**config.mk**
```make
export PLATFORM = sky130hd
export DESIGN_NAME = y86_decode_stage_flat
export DESIGN_NICKNAME = d
export VERILOG_FILES = /design/src/rtl/y86_pkg.sv /design/src/rtl/y86_decode_stage_if.sv /design/src/rtl/y86_hazard_ctl.sv /design/src/rtl/y86_decode_stage.sv /design/src/flat_wrapper.sv
export SDC_FILE = /design/constraint.sdc
export NUM_CORES = 1
export LEC_CHECK = 0
export CORE_AREA = 2 2 334 336
export CTS_CLUSTER_DIAMETER = 60
export CTS_CLUSTER_SIZE = 14
export DETAILED_ROUTE_END_ITERATION = 7
export DIE_AREA = 0 0 336 338
export GPL_TIMING_DRIVEN = 1
export PLACE_DENSITY = 0.42
export SYNTH_ARGS = -nofsm -noshare
export SYNTH_HDL_FRONTEND = slang
export SYNTH_SLANG_ARGS = --single-unit
```
**constraint.sdc**
```tcl
create_clock -name clk -period 9.25 [get_ports clk]
set_clock_uncertainty 0.2 [all_clocks]
set_input_delay 1.85 -clock clk [delete_from_list [all_inputs] [get_ports clk]]
set_output_delay 1.85 -clock clk [all_outputs]
set_load 0.02 [all_outputs]
```
**src/rtl/y86_pkg.sv**
```systemverilog
// Shared Y86-64 encodings and the E pipeline register layout used by the decode stage.
package y86_pkg;

  localparam int W = 64;

  localparam logic [3:0] IHALT   = 4'h0;
  localparam logic [3:0] INOP    = 4'h1;
  localparam logic [3:0] IRRMOVQ = 4'h2;
  localparam logic [3:0] IIRMOVQ = 4'h3;
  localparam logic [3:0] IRMMOVQ = 4'h4;
  localparam logic [3:0] IMRMOVQ = 4'h5;
  localparam logic [3:0] IOPQ    = 4'h6;
  localparam logic [3:0] IJXX    = 4'h7;
  localparam logic [3:0] ICALL   = 4'h8;
  localparam logic [3:0] IRET    = 4'h9;
  localparam logic [3:0] IPUSHQ  = 4'hA;
  localparam logic [3:0] IPOPQ   = 4'hB;

  localparam logic [3:0] RNONE = 4'hF;
  localparam logic [3:0] RRSP  = 4'h4;

  localparam logic [2:0] SAOK = 3'd1;
  localparam logic [2:0] SHLT = 3'd2;
  localparam logic [2:0] SADR = 3'd3;
  localparam logic [2:0] SINS = 3'd4;

  typedef struct packed {
    logic [3:0]   icode;
    logic [3:0]   ifun;
    logic [2:0]   stat;
    logic [W-1:0] valC;
    logic [W-1:0] valA;
    logic [W-1:0] valB;
    logic [3:0]   dstE;
    logic [3:0]   dstM;
    logic [3:0]   srcA;
    logic [3:0]   srcB;
  } e_reg_t;

  localparam e_reg_t E_BUBBLE = '{
    icode: INOP, ifun: 4'h0, stat: SAOK,
    valC: {W{1'b0}}, valA: {W{1'b0}}, valB: {W{1'b0}},
    dstE: RNONE, dstM: RNONE, srcA: RNONE, srcB: RNONE
  };

  // A source of RNONE never forwards, even against a destination of RNONE.
  function automatic logic fwd_hit(input logic [3:0] src, input logic [3:0] dst);
    return (src != RNONE) && (src == dst);
  endfunction

endpackage

```
**src/rtl/y86_decode_stage_if.sv**
```systemverilog
// Decode-stage bus: D-register fields, register-file read port, forwarding sources, hazards and E register.
interface y86_decode_stage_if import y86_pkg::*; ();

  logic [3:0]   D_icode, D_ifun, D_rA, D_rB;
  logic [W-1:0] D_valC, D_valP;
  logic [2:0]   D_stat;
  logic [3:0]   srcA, srcB;
  logic [W-1:0] rvalA, rvalB;
  logic [3:0]   e_dstE;
  logic [W-1:0] e_valE;
  logic [3:0]   M_icode, M_dstE, M_dstM;
  logic [W-1:0] M_valE, m_valM;
  logic [3:0]   W_icode, W_dstE, W_dstM;
  logic [W-1:0] W_valE, W_valM;
  logic         e_mispredict;
  logic         stall_F, stall_D, bubble_D;
  logic [3:0]   E_icode, E_ifun, E_dstE, E_dstM, E_srcA, E_srcB;
  logic [W-1:0] E_valC, E_valA, E_valB;
  logic [2:0]   E_stat;

  modport master (
    output D_icode, D_ifun, D_rA, D_rB, D_valC, D_valP, D_stat,
    output rvalA, rvalB, e_dstE, e_valE,
    output M_icode, M_dstE, M_dstM, M_valE, m_valM,
    output W_icode, W_dstE, W_dstM, W_valE, W_valM, e_mispredict,
    input  srcA, srcB, stall_F, stall_D, bubble_D,
    input  E_icode, E_ifun, E_valC, E_valA, E_valB,
    input  E_dstE, E_dstM, E_srcA, E_srcB, E_stat
  );

  modport slave (
    input  D_icode, D_ifun, D_rA, D_rB, D_valC, D_valP, D_stat,
    input  rvalA, rvalB, e_dstE, e_valE,
    input  M_icode, M_dstE, M_dstM, M_valE, m_valM,
    input  W_icode, W_dstE, W_dstM, W_valE, W_valM, e_mispredict,
    output srcA, srcB, stall_F, stall_D, bubble_D,
    output E_icode, E_ifun, E_valC, E_valA, E_valB,
    output E_dstE, E_dstM, E_srcA, E_srcB, E_stat
  );

endinterface

```
**src/rtl/y86_hazard_ctl.sv**
```systemverilog
// Combinational pipeline-control logic: load-use, ret and mispredict handling for F/D/E.
module y86_hazard_ctl import y86_pkg::*; (
  input  logic       rst_i,
  input  logic [3:0] D_icode_i,
  input  logic [3:0] E_icode_i,
  input  logic [3:0] E_dstM_i,
  input  logic [3:0] M_icode_i,
  input  logic [3:0] d_srcA_i,
  input  logic [3:0] d_srcB_i,
  input  logic       e_mispredict_i,
  output logic       stall_F_o,
  output logic       stall_D_o,
  output logic       bubble_D_o,
  output logic       bubble_E_o
);

  logic load_use;
  logic ret_pending;

  assign load_use = ((E_icode_i == IMRMOVQ) || (E_icode_i == IPOPQ)) &&
                    (E_dstM_i != RNONE) &&
                    ((E_dstM_i == d_srcA_i) || (E_dstM_i == d_srcB_i));

  assign ret_pending = (D_icode_i == IRET) || (E_icode_i == IRET) || (M_icode_i == IRET);

  // Load-use wins over ret: the ret keeps its place in D until the load result can forward.
  always_comb begin
    stall_F_o  = 1'b0;
    stall_D_o  = 1'b0;
    bubble_D_o = 1'b0;
    bubble_E_o = 1'b0;
    if (rst_i) begin
      stall_F_o  = 1'b0;
      stall_D_o  = 1'b0;
      bubble_D_o = 1'b0;
      bubble_E_o = 1'b0;
    end else begin
      stall_F_o  = load_use | ret_pending;
      stall_D_o  = load_use;
      bubble_D_o = e_mispredict_i | (ret_pending & ~load_use);
      bubble_E_o = e_mispredict_i | load_use;
    end
  end

endmodule

```
**src/rtl/y86_decode_stage.sv**
```systemverilog
// Y86-64 decode stage: register tags, operand forwarding from E/M/W, and the D-to-E pipeline register.
module y86_decode_stage import y86_pkg::*; (
  input  logic              clk,
  input  logic              rst,
  y86_decode_stage_if.slave dif
);

  logic [3:0]   d_srcA, d_srcB, d_dstE, d_dstM;
  logic [W-1:0] d_valA, d_valB;
  logic         bubble_E;
  e_reg_t       e_d, e_q;

  // Register tag selection per instruction class.
  always_comb begin
    d_srcA = RNONE;
    d_srcB = RNONE;
    d_dstE = RNONE;
    d_dstM = RNONE;
    case (dif.D_icode)
      IRRMOVQ: begin d_srcA = dif.D_rA; d_dstE = dif.D_rB; end
      IIRMOVQ: begin d_dstE = dif.D_rB; end
      IRMMOVQ: begin d_srcA = dif.D_rA; d_srcB = dif.D_rB; end
      IMRMOVQ: begin d_srcB = dif.D_rB; d_dstM = dif.D_rA; end
      IOPQ:    begin d_srcA = dif.D_rA; d_srcB = dif.D_rB; d_dstE = dif.D_rB; end
      ICALL:   begin d_srcB = RRSP; d_dstE = RRSP; end
      IRET:    begin d_srcA = RRSP; d_srcB = RRSP; d_dstE = RRSP; end
      IPUSHQ:  begin d_srcA = dif.D_rA; d_srcB = RRSP; d_dstE = RRSP; end
      IPOPQ:   begin d_srcA = RRSP; d_srcB = RRSP; d_dstE = RRSP; d_dstM = dif.D_rA; end
      default: begin d_srcA = RNONE; d_srcB = RNONE; d_dstE = RNONE; d_dstM = RNONE; end
    endcase
  end

  assign dif.srcA = d_srcA;
  assign dif.srcB = d_srcB;

  // Operand A: valP for jXX/call, else youngest matching producer, else register file.
  always_comb begin
    d_valA = dif.rvalA;
    if ((dif.D_icode == IJXX) || (dif.D_icode == ICALL)) begin
      d_valA = dif.D_valP;
    end else if (fwd_hit(d_srcA, dif.e_dstE)) begin
      d_valA = dif.e_valE;
    end else if (fwd_hit(d_srcA, dif.M_dstM)) begin
      d_valA = dif.m_valM;
    end else if (fwd_hit(d_srcA, dif.M_dstE)) begin
      d_valA = dif.M_valE;
    end else if (fwd_hit(d_srcA, dif.W_dstM)) begin
      d_valA = dif.W_valM;
    end else if (fwd_hit(d_srcA, dif.W_dstE)) begin
      d_valA = dif.W_valE;
    end else begin
      d_valA = dif.rvalA;
    end
  end

  // Operand B: same priority chain as A without the valP term.
  always_comb begin
    d_valB = dif.rvalB;
    if (fwd_hit(d_srcB, dif.e_dstE)) begin
      d_valB = dif.e_valE;
    end else if (fwd_hit(d_srcB, dif.M_dstM)) begin
      d_valB = dif.m_valM;
    end else if (fwd_hit(d_srcB, dif.M_dstE)) begin
      d_valB = dif.M_valE;
    end else if (fwd_hit(d_srcB, dif.W_dstM)) begin
      d_valB = dif.W_valM;
    end else if (fwd_hit(d_srcB, dif.W_dstE)) begin
      d_valB = dif.W_valE;
    end else begin
      d_valB = dif.rvalB;
    end
  end

  y86_hazard_ctl u_hazard (
    .rst_i          (rst),
    .D_icode_i      (dif.D_icode),
    .E_icode_i      (e_q.icode),
    .E_dstM_i       (e_q.dstM),
    .M_icode_i      (dif.M_icode),
    .d_srcA_i       (d_srcA),
    .d_srcB_i       (d_srcB),
    .e_mispredict_i (dif.e_mispredict),
    .stall_F_o      (dif.stall_F),
    .stall_D_o      (dif.stall_D),
    .bubble_D_o     (dif.bubble_D),
    .bubble_E_o     (bubble_E)
  );

  // Next E register contents: a bubble or the freshly decoded instruction.
  always_comb begin
    e_d = E_BUBBLE;
    if (bubble_E) begin
      e_d = E_BUBBLE;
    end else begin
      e_d.icode = dif.D_icode;
      e_d.ifun  = dif.D_ifun;
      e_d.stat  = dif.D_stat;
      e_d.valC  = dif.D_valC;
      e_d.valA  = d_valA;
      e_d.valB  = d_valB;
      e_d.dstE  = d_dstE;
      e_d.dstM  = d_dstM;
      e_d.srcA  = d_srcA;
      e_d.srcB  = d_srcB;
    end
  end

  // D-to-E pipeline register.
  always_ff @(posedge clk or posedge rst) begin
    if (rst) begin
      e_q <= E_BUBBLE;
    end else begin
      e_q <= e_d;
    end
  end

  assign dif.E_icode = e_q.icode;
  assign dif.E_ifun  = e_q.ifun;
  assign dif.E_stat  = e_q.stat;
  assign dif.E_valC  = e_q.valC;
  assign dif.E_valA  = e_q.valA;
  assign dif.E_valB  = e_q.valB;
  assign dif.E_dstE  = e_q.dstE;
  assign dif.E_dstM  = e_q.dstM;
  assign dif.E_srcA  = e_q.srcA;
  assign dif.E_srcB  = e_q.srcB;

endmodule
```
**src/flat_wrapper.sv**
```systemverilog
// flat-port wrapper written by rule: the top's interface ports become plain ports
module y86_decode_stage_flat import y86_pkg::*;
  (clk, rst, dif_D_icode, dif_D_ifun, dif_D_rA, dif_D_rB, dif_D_valC, dif_D_valP, dif_D_stat, dif_rvalA, dif_rvalB, dif_e_dstE, dif_e_valE, dif_M_icode, dif_M_dstE, dif_M_dstM, dif_M_valE, dif_m_valM, dif_W_icode, dif_W_dstE, dif_W_dstM, dif_W_valE, dif_W_valM, dif_e_mispredict, dif_srcA, dif_srcB, dif_stall_F, dif_stall_D, dif_bubble_D, dif_E_icode, dif_E_ifun, dif_E_valC, dif_E_valA, dif_E_valB, dif_E_dstE, dif_E_dstM, dif_E_srcA, dif_E_srcB, dif_E_stat);
  y86_decode_stage_if dif_i ();
  input  logic clk;
  input  logic rst;
  input wire logic [$bits(dif_i.D_icode)-1:0] dif_D_icode;
  input wire logic [$bits(dif_i.D_ifun)-1:0] dif_D_ifun;
  input wire logic [$bits(dif_i.D_rA)-1:0] dif_D_rA;
  input wire logic [$bits(dif_i.D_rB)-1:0] dif_D_rB;
  input wire logic [$bits(dif_i.D_valC)-1:0] dif_D_valC;
  input wire logic [$bits(dif_i.D_valP)-1:0] dif_D_valP;
  input wire logic [$bits(dif_i.D_stat)-1:0] dif_D_stat;
  input wire logic [$bits(dif_i.rvalA)-1:0] dif_rvalA;
  input wire logic [$bits(dif_i.rvalB)-1:0] dif_rvalB;
  input wire logic [$bits(dif_i.e_dstE)-1:0] dif_e_dstE;
  input wire logic [$bits(dif_i.e_valE)-1:0] dif_e_valE;
  input wire logic [$bits(dif_i.M_icode)-1:0] dif_M_icode;
  input wire logic [$bits(dif_i.M_dstE)-1:0] dif_M_dstE;
  input wire logic [$bits(dif_i.M_dstM)-1:0] dif_M_dstM;
  input wire logic [$bits(dif_i.M_valE)-1:0] dif_M_valE;
  input wire logic [$bits(dif_i.m_valM)-1:0] dif_m_valM;
  input wire logic [$bits(dif_i.W_icode)-1:0] dif_W_icode;
  input wire logic [$bits(dif_i.W_dstE)-1:0] dif_W_dstE;
  input wire logic [$bits(dif_i.W_dstM)-1:0] dif_W_dstM;
  input wire logic [$bits(dif_i.W_valE)-1:0] dif_W_valE;
  input wire logic [$bits(dif_i.W_valM)-1:0] dif_W_valM;
  input wire logic [$bits(dif_i.e_mispredict)-1:0] dif_e_mispredict;
  output wire logic [$bits(dif_i.srcA)-1:0] dif_srcA;
  output wire logic [$bits(dif_i.srcB)-1:0] dif_srcB;
  output wire logic [$bits(dif_i.stall_F)-1:0] dif_stall_F;
  output wire logic [$bits(dif_i.stall_D)-1:0] dif_stall_D;
  output wire logic [$bits(dif_i.bubble_D)-1:0] dif_bubble_D;
  output wire logic [$bits(dif_i.E_icode)-1:0] dif_E_icode;
  output wire logic [$bits(dif_i.E_ifun)-1:0] dif_E_ifun;
  output wire logic [$bits(dif_i.E_valC)-1:0] dif_E_valC;
  output wire logic [$bits(dif_i.E_valA)-1:0] dif_E_valA;
  output wire logic [$bits(dif_i.E_valB)-1:0] dif_E_valB;
  output wire logic [$bits(dif_i.E_dstE)-1:0] dif_E_dstE;
  output wire logic [$bits(dif_i.E_dstM)-1:0] dif_E_dstM;
  output wire logic [$bits(dif_i.E_srcA)-1:0] dif_E_srcA;
  output wire logic [$bits(dif_i.E_srcB)-1:0] dif_E_srcB;
  output wire logic [$bits(dif_i.E_stat)-1:0] dif_E_stat;
  assign dif_i.D_icode = dif_D_icode;
  assign dif_i.D_ifun = dif_D_ifun;
  assign dif_i.D_rA = dif_D_rA;
  assign dif_i.D_rB = dif_D_rB;
  assign dif_i.D_valC = dif_D_valC;
  assign dif_i.D_valP = dif_D_valP;
  assign dif_i.D_stat = dif_D_stat;
  assign dif_i.rvalA = dif_rvalA;
  assign dif_i.rvalB = dif_rvalB;
  assign dif_i.e_dstE = dif_e_dstE;
  assign dif_i.e_valE = dif_e_valE;
  assign dif_i.M_icode = dif_M_icode;
  assign dif_i.M_dstE = dif_M_dstE;
  assign dif_i.M_dstM = dif_M_dstM;
  assign dif_i.M_valE = dif_M_valE;
  assign dif_i.m_valM = dif_m_valM;
  assign dif_i.W_icode = dif_W_icode;
  assign dif_i.W_dstE = dif_W_dstE;
  assign dif_i.W_dstM = dif_W_dstM;
  assign dif_i.W_valE = dif_W_valE;
  assign dif_i.W_valM = dif_W_valM;
  assign dif_i.e_mispredict = dif_e_mispredict;
  assign dif_srcA = dif_i.srcA;
  assign dif_srcB = dif_i.srcB;
  assign dif_stall_F = dif_i.stall_F;
  assign dif_stall_D = dif_i.stall_D;
  assign dif_bubble_D = dif_i.bubble_D;
  assign dif_E_icode = dif_i.E_icode;
  assign dif_E_ifun = dif_i.E_ifun;
  assign dif_E_valC = dif_i.E_valC;
  assign dif_E_valA = dif_i.E_valA;
  assign dif_E_valB = dif_i.E_valB;
  assign dif_E_dstE = dif_i.E_dstE;
  assign dif_E_dstM = dif_i.E_dstM;
  assign dif_E_srcA = dif_i.E_srcA;
  assign dif_E_srcB = dif_i.E_srcB;
  assign dif_E_stat = dif_i.E_stat;
  y86_decode_stage u_core (.clk(clk), .rst(rst), .dif(dif_i));
endmodule
```
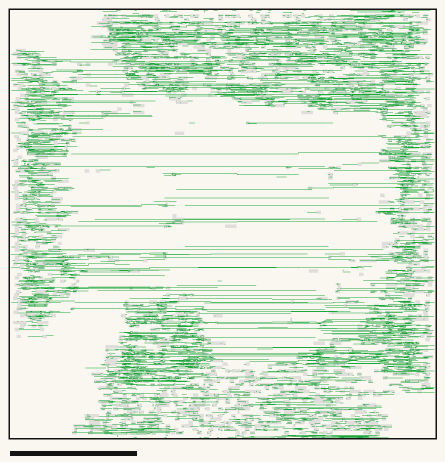
Figure 1: met1 routing.
Bar = 100 µm. Cells faint in the background.
share of all routed wire = 40%
longest straight run = 247 µm
nets with wire on the layer = 2,566
main direction = horizontal
wire length on this layer = 40.8 mm
total via count in the routed design: 16,200
Total Routed Length: 101,000 µm
met1 Usage GRT: 20.5%

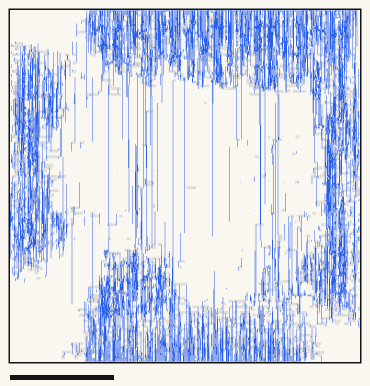
Figure 2: metal 2.
Bar = 100 µm. Cells faint in the background.
nets with wire on the layer = 2,426
main direction = vertical
share of all routed wire = 49%
longest straight run = 191 µm
met2 Usage GRT: 28.8%

==> impl_metrics.tcl <==
# collected from the flow reports
set metrics [dict create \
    cts.path.max_buffers 3 \
    syn_to_final_growth_pct 82.3 \
    number_of_global_route_vias_before_repair 16700 \
    post_route_cells_drive_above_1_share_pct 7.50 \
    route.detailed.drc 0 \
    synth-main-ff-cell "sky130_fd_sc_hd__dfrtp_1" \
    maxClockFrequency_mhz 135 \
    syn-num-nets 2082 \
    ys_cells 1456 \
    cp_cell_instances "clkdlybuf4s50_1, nand2b_1, a211oi_2, nor3_1, nor4b_2, nor2_1, o21ai_0, clkdlybuf4s50_1" \
    post_synth_and_or_nand_nor_area_fraction_pct 11.7 \
    postCtsSetupRepairBufs 0 \
    top_level_ports 856 \
    finish.net_count 2871 \
    grt_pass1_wl_um 135000 \
    p_leak_nw 10.4 \
    wire_per_inst_um 26.8 \
    floorplan.die_area_um2 114000 \
    clk-insertion-delay-late_ps 590 \
    maxCapViolCount 0 \
    period_used_pct 80.2 \
    top_signal_layer_used "met5" \
    initCoreUtil_pct 12.8 \
    detailroute.wirelength.met2_um 49300 \
    synthCells 1456 \
    critPathLaunchType "primary input" \
    run_status "complete, no violations" \
    busiest_layer "met2" \
    synthTopCellsByArea "sky130_fd_sc_hd__dfrtp_1 36%, sky130_fd_sc_hd__mux2i_1 9.3%, sky130_fd_sc_hd__a22oi_1 6.9%" \
    tritoncts "yes" \
    ys.warnings.count 0 \
    placementRows 122 \
    netlist_area_um2 14000 \
    floorplan.die.height_um 338 \
    initial_antenna_violation_count 27 \
    timing_max_transition_violations_final 0 \
    met3_wirelength_um 8250 \
    synth_cell_types 81 \
    timing.critical_path.mode_cell "sky130_fd_sc_hd__clkdlybuf4s50_1" \
    enable_flop_cells 0 \
    xor_share_pct 0.749 \
    synth.ff_latch_count 219 \
    antenna_left 0 \
    cts_htree_levels 2 \
    ys_sh_aoi_pct 32.8 \
    cp_num_buf_inv 2 \
]
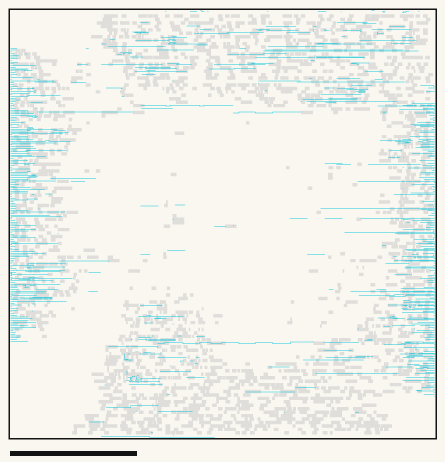
Figure 3: signal wires on met3.
Bar = 100 µm. Cells faint in the background.
main direction = horizontal
wire length on this layer = 8,250 µm
nets with wire on the layer = 484
met3 track demand over resource: 4.63%

## final timing paths
kind | end | from | slack (ps) | depth (start not counted)
max | dif_stall_F | dif_D_icode[2] | 1830 | 8
min | u_core.dif.E_valC[16] | u_core.dif.E_icode[0] | 1410 | 7
max reg2reg | u_core.dif.E_valC[4] | u_core.dif.E_dstM[1] | 5400 | 9
min reg2reg | u_core.dif.E_valC[16] | u_core.dif.E_icode[0] | 1410 | 7
max in group asynchronous | u_core.dif.E_valB[30] | rst | 5570 | 4
min in group asynchronous | u_core.dif.E_valC[22] | rst | 1850 | 3
## stage by stage
stage | cells | instance area (µm²)
finish | 3775 | 25600
global route | 3773 | 25600
CTS | 3768 | 25600
detailed placement | 3687 | 24100
global placement | 3687 | 24100
floorplan | 1456 | 14000
## tightest hold or removal path: cells and delay by family, from the launching register on
family	cells	cell delay, ps
AOI/OAI and AO/OA	3	400
DFF	1	370
and+or+nand+nor	3	480
buffers and inverters	1	300
## power by group
part	switching (mW)	internal [mW]
Clock	0.658	1.01
Sequential	0.0369	1.07
Combinational	0.601	0.593
Total	1.30	2.67
## layout by cell type, fill, tap and decap left out, drive strengths merged, types with 65 or more instances in the layout
cell / n
clkdlybuf4s50: 851
a211oi: 69
nor2: 157
o22ai: 68
dfrtp: 201
nor2b: 77
mux2i: 130
a21o: 65
a31oi: 68
a211o: 65
a22oi: 129
## cell type report
class,instances,area (µm²),share of cell area (%)
Tap cell,1488,1860,7.28
Clock buffer,53,1220,4.75
Antenna cell,7,17.5,0.0685
Sequential cell,219,5500,21.5
Timing Repair Buffer,885,8860,34.6
Multi-Input combinational cell,1073,7770,30.3
Inverter,22,86.3,0.337
Clock inverter,28,278,1.09
Power is estimated from default activity; no workload was simulated.
